Signal metal coverage by tile:
The bar under the picture is 20 µm long. 10 x 10 tiles, from dark purple (low) to yellow (high), scaled to the fullest tile. Values are wire area over tile area, all layers added.
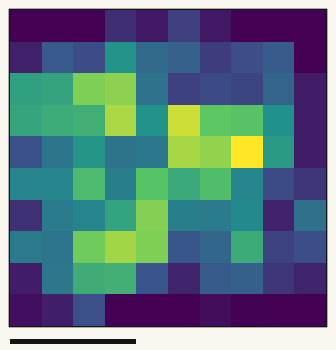
Cell sizes after repair:
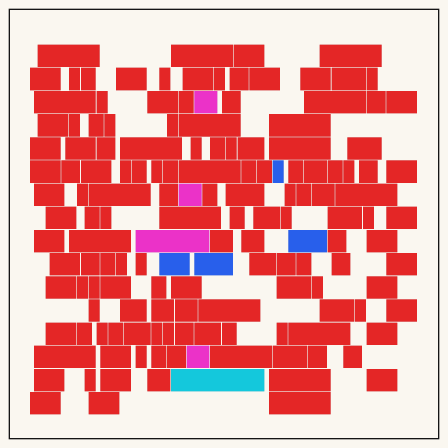
Routing congestion:
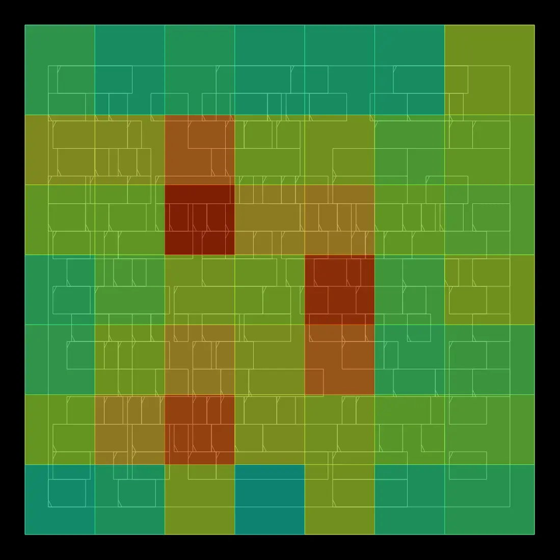
Port wiring:
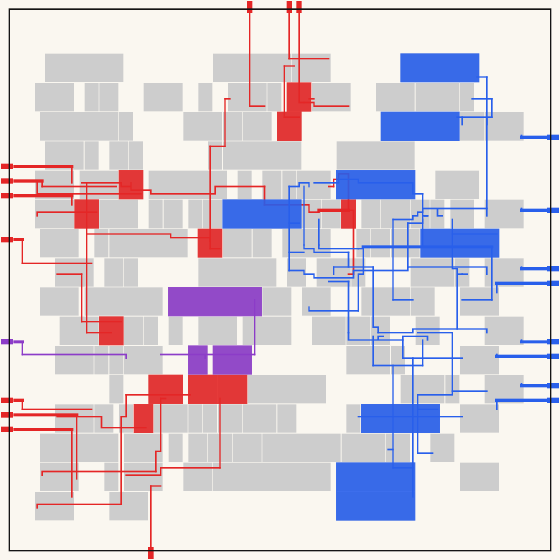
Placement by cell class:
The bar under the picture is 20 µm long.
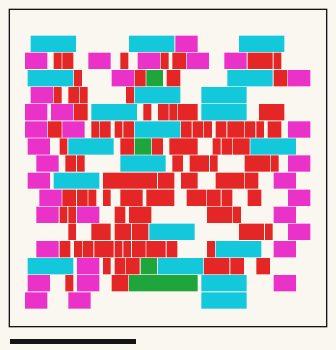
## src/rtl/bus_sequencer.sv

```systemverilog
// Micro-sequencer for the 8-bit shared-bus datapath: accepts one macro-command
// over valid/ready and expands it into per-cycle control words on contr_s.
module bus_sequencer #(
  parameter int MODE_W = 4,
  parameter int CNT_W  = 8
) (
  input  logic              clk,
  input  logic              reset,
  input  logic              cmd_valid,
  output logic              cmd_ready,
  input  logic              cmd_move,
  input  logic [MODE_W-1:0] cmd_mode,
  input  logic              cmd_src_a,
  input  logic              cmd_src_b,
  input  logic [1:0]        cmd_dst,
  output logic [MODE_W+6:0] contr_s,
  output logic              busy,
  output logic              done,
  output logic [CNT_W-1:0]  cmd_count
);

  localparam int CW = MODE_W + 7;

  localparam int BIT_ALU_DRV = 6;
  localparam int BIT_WR_A    = 5;
  localparam int BIT_WR_B    = 4;
  localparam int BIT_WR_R3   = 3;
  localparam int BIT_R3_DRV  = 2;
  localparam int BIT_WR_R4   = 1;
  localparam int BIT_R4_DRV  = 0;

  typedef enum logic [2:0] {
    S_IDLE,
    S_LOAD_A,
    S_LOAD_B,
    S_EXEC,
    S_MOVE
  } state_t;

  typedef struct packed {
    logic              move;
    logic [MODE_W-1:0] mode;
    logic              src_a;
    logic              src_b;
    logic [1:0]        dst;
  } cmd_t;

  state_t state, state_next;
  cmd_t   cmd_q;
  logic   accept;
  logic   finish;

  assign cmd_ready = (state == S_IDLE);
  assign busy      = (state != S_IDLE);
  assign accept    = cmd_valid && cmd_ready;
  assign finish    = (state == S_EXEC) || (state == S_MOVE);

  // Source select: 0 picks the R3 driver, 1 picks the R4 driver.
  function automatic logic [CW-1:0] src_drive(input logic src);
    logic [CW-1:0] w;
    w = '0;
    if (src) w[BIT_R4_DRV] = 1'b1;
    else     w[BIT_R3_DRV] = 1'b1;
    return w;
  endfunction

  function automatic logic [CW-1:0] dst_write(input logic [1:0] dst);
    logic [CW-1:0] w;
    w = '0;
    w[BIT_WR_R3] = dst[0];
    w[BIT_WR_R4] = dst[1];
    return w;
  endfunction

  // NOTE: sequential state uses non-blocking (<=) so every register samples
  // pre-edge values; the latched command fields are reset too, since the
  // reset contract covers them and they feed contr_s directly.
  always_ff @(posedge clk) begin
    if (reset) begin
      state     <= S_IDLE;
      cmd_q     <= '0;
      done      <= 1'b0;
      cmd_count <= '0;
    end else begin
      state <= state_next;
      done  <= finish;
      if (accept) begin
        cmd_q.move  <= cmd_move;
        cmd_q.mode  <= cmd_mode;
        cmd_q.src_a <= cmd_src_a;
        cmd_q.src_b <= cmd_src_b;
        cmd_q.dst   <= cmd_dst;
      end
      if (finish) cmd_count <= cmd_count + CNT_W'(1);
    end
  end

  // NOTE: every always_comb output gets a default before the case so no
  // path can leave it unassigned and infer a latch.
  always_comb begin
    state_next = state;
    unique case (state)
      S_IDLE:   if (accept) state_next = cmd_move ? S_MOVE : S_LOAD_A;
      S_LOAD_A: state_next = S_LOAD_B;
      S_LOAD_B: state_next = S_EXEC;
      S_EXEC:   state_next = S_IDLE;
      S_MOVE:   state_next = S_IDLE;
      default:  state_next = S_IDLE;
    endcase
  end

  // Control word is a function of state and latched fields only, so input
  // changes while busy never reach the bus.
  always_comb begin
    contr_s = '0;
    unique case (state)
      S_LOAD_A: begin
        contr_s           = src_drive(cmd_q.src_a);
        contr_s[BIT_WR_A] = 1'b1;
      end
      S_LOAD_B: begin
        contr_s           = src_drive(cmd_q.src_b);
        contr_s[BIT_WR_B] = 1'b1;
      end
      S_EXEC: begin
        contr_s                 = dst_write(cmd_q.dst);
        contr_s[BIT_ALU_DRV]    = 1'b1;
        contr_s[CW-1:CW-MODE_W] = cmd_q.mode;
      end
      S_MOVE: begin
        contr_s = src_drive(cmd_q.src_a) | dst_write(cmd_q.dst);
      end
      default: contr_s = '0;
    endcase
  end

endmodule

```

## config.mk

```make
export PLATFORM = sky130hd
export DESIGN_NAME = bus_sequencer
export DESIGN_NICKNAME = d
export VERILOG_FILES = /design/src/rtl/bus_sequencer.sv
export SDC_FILE = /design/constraint.sdc
export NUM_CORES = 1
export LEC_CHECK = 0
export CORE_MARGIN = 2
export CORE_UTILIZATION = 47
export CTS_CLUSTER_DIAMETER = 120
export DETAILED_ROUTE_END_ITERATION = 16
export PLACE_DENSITY = 0.78
export SLEW_MARGIN = 30
export SYNTH_ARGS = -nofsm -noshare
export SYNTH_HDL_FRONTEND = slang
export SYNTH_SLANG_ARGS = --single-unit
```

## constraint.sdc

```tcl
create_clock -name clk -period 4.6 [get_ports clk]
set_clock_uncertainty 0.05 [all_clocks]
set_input_delay 0.92 -clock clk [delete_from_list [all_inputs] [get_ports clk]]
set_output_delay 0.92 -clock clk [all_outputs]
set_load 0.01 [all_outputs]
```

==> results.json <==
{
  "edf_count": 0,
  "place_inst": 173,
  "relSlewSlack_pct": 39.7,
  "path_buffers": 2,
  "hp-start": "cmd_q[6]",
  "die_area_mm2": 0.00253,
  "postSynthAreaPerCell_um2": 8.38,
  "combGateArea_um2": 554,
  "reg2reg_from": "state[1]",
  "worst_setup_path_start_kind": "flip-flop",
  "syn_area_mm2": 0.00101,
  "routed_via_density": 5.23,
  "cts_hold_buf": 0,
  "min_path_type": "reg2reg",
  "cts_tree": "done",
  "yosys.area.top_type_share_pct": 39.8,
  "async_reset_ff_share_pct": 0,
  "top_area_cell": "dfxtp_1",
  "path_class": "reg2out",
  "path_max_fanout": 13,
  "max_cap_viol_count": 0,
  "wl_per_cell_um": 12.2,
  "ctsResizeCount": 0,
  "num_io_pins": 34,
  "grt_pass1_wl_um": 3750,
  "grt_pass1_vias": 864,
  "htreeDepth": 1,
  "r2r_cells": 4,
  "overflow": 0,
  "die_h_um": 50.3,
  "hold_viol": 0,
  "clock_latency_ps": 300,
  "crit_arrival_ps": 2260,
  "setup_violations": 0,
  "drive_above_1_share_pct": 6.00,
  "wl_met3_um": 111,
  "grt_max_degree": 27,
  "antenna_found_initial": 0,
  "timing.final.max_slew_violations": 0,
  "ys_warn_count": 0,
  "hold_slack_ps": 410,
  "max_slew.worst_pin.slew_ps": 901,
  "critPathSlowestCell": "dfxtp_1",
  "worstReg2RegEnd": "cmd_count[3]",
  "dp_hpwl_um": 1530,
  "hold_depth": 2,
  "clock-root-buffer": "clkbuf_4",
  "endpoint_kind": "output pin",
  "cpPeakStageDelay_ps": 640,
  "fp_nets": 133,
  "required_ps": 3630,
  "ff_type": "dfxtp_1",
  "warning_count": 26,
  "status": "finished, final reports clean",
  "yosys_area_mm2": 0.00101,
  "cts_buffers": 3,
  "cts.sinks": 20
}
Notes on 'signal metal coverage by tile' above:
The fullest tile reaches 0.38. The emptiest ninth of the die: upper right. 30% of the tiles are over half the peak. 13% of the tiles are nearly empty. The densest ninth of the die: center.
Total GRT Usage: 18.8%
via count: 926

Notes on 'cell sizes after repair' above:
Key: x3 and x4 = magenta [cells 4, share 2.7%, most used clkbuf_4]; x1 and smaller = red [cells 141, share 94%, most used clkdlybuf4s50_1]; x6 and larger = cyan [cells 1, share 0.67%, most used bufinv_16]; x2 = blue [cells 4, share 2.7%]
Design Area, Final: 0.00139 mm²
bufs w/o clock: 33
final worst slack: 1370 ps
P&R area growth vs syn: 38.2%

Notes on 'routing congestion' above:
layer with the highest usage: met2
global routing usage on met3: 2.08%

Notes on 'port wiring' above:
Key: contr_s = red [bits 11, direction output, edge 7 left, 3 top, 1 bottom, end cells 11, buffers 11, wire 292 µm]; cmd_valid = purple [bits 1, direction input, edge left, end cells 3, buffers 1, wire 26.1 µm]; cmd_count = blue [bits 8, direction output, edge right, end cells 8, buffers 8, wire 305 µm]

Notes on 'placement by cell class' above:
Key: remaining buffers and delay cells = magenta [cells 33, share of their area 24%]; remaining logic cells = red [cells 93, share of their area 42%]; sequential cells = cyan [cells 20, share of their area 30%]; clock drivers and dummy loads = green [cells 4, share of their area 3.9%]
sequential share of cell area: 28.8%
Final Util: 70.1%
core area: 0.00198 mm²
Placement Rows: 16

## where the power goes
group	internal [µW]	total (µW)	switching (µW)	leakage [µW]
clock network	88.1	143	55.2	0.0000279
logic	36.1	65.8	29.7	0.000334
registers	182	193	11.6	0.000163
total	306	402	96.5	0.000525
## Yosys cell counts, types with 2 or more instances
cell type  instances
dfxtp_1           20
nor3b_1            2
mux2_1             6
inv_1              4
nor2_1             7
and2_1             6
nor3_1             4
a21oi_1           12
nor2b_1            7
a211oi_1           2
clkbuf_1           2
buf_2              5
o21ai_0            2
nand3_1            3
o2111ai_1          2
nand2_1           20
## area by class of cell
class                      instances  share of cell area (%)
multi-input combinational         88                    39.9
sequential                        20                    28.8
timing repair buffer              33                    23.8
tap                               27                    2.43
clock inverter                     1                    2.16
clock buffer                       3                    1.62
inverter                           5                    1.35
## through the flow
stage	util (%)	instance area (µm²)
CTS	70.1	1390
global route	70.1	1390
global placement	67.5	1340
floorplan	-	1010
finish	70.1	1390
detailed placement	67.5	1340
## state kept, by name, summed over array words and instances (netlist names)
| name | count |
|---|---|
| cmd_q | 8 |
| state | 3 |
| done | 1 |
| cmd_count | 8 |
## routing by layer
metal  global-route usage, %  up-vias
met2                    30.9       34
li1                        -      475
met1                    24.9      413
met4                    7.87        0
met3                    2.08        4
met5                       0        -
## logic make-up (layout without fill, tap and decap cells)
group	Yosys count	in the layout	synth area share [%]
simple gates	57	57	31.6
compound gates	23	23	14.7
flops	20	20	39.8
buf+inv	12	42	5.10
mux	6	6	6.72
fa+ha+maj	1	1	1.24
xor+xnor	1	1	0.871
## worst max path at each step
stage | start | endpoint | slack (ps) | cells after the start
2_1_floorplan | state[0] | contr_s[0] | 2420 | 4
3_3_place_gp | state[2] | contr_s[1] | 1800 | 4
3_5_place_dp | state[1] | contr_s[9] | 1750 | 4
4_1_cts | state[1] | contr_s[9] | 1380 | 4
5_1_grt | state[1] | contr_s[8] | 1220 | 4
6_report | state[1] | contr_s[9] | 1370 | 4
## layout by cell type, fill, tap and decap left out
master and instances:
nor3b_1 2, nand3b_1 1, o21ai_0 2, nor4_1 1, nor4b_4 1, clkbuf_4 3
a21oi_1 12, nand2_1 20, a211oi_2 1, a21boi_0 1, nor3_1 4, nand3_1 3
dfxtp_1 20, nand4_1 1, a22oi_1 1, ha_1 1, mux2_1 6, and2_1 6
xnor2_1 1, inv_2 1, or4b_1 1, nor3_2 1, bufinv_16 1, o2111ai_1 2
inv_1 4, nor2b_1 7, nor3b_2 1, a2bb2oi_1 1, clkdlybuf4s50_1 33, o2bb2ai_1 1
a211oi_1 2, nor2_1 7, or3b_1 1
## worst register-to-register path: cells and delay by family, from the launching register on
family	cells	cell delay, ps
simple gates	1	380
flops	1	640
compound gates	1	180
mux	1	340
buf+inv	1	250
Power and IR drop assume default switching activity.
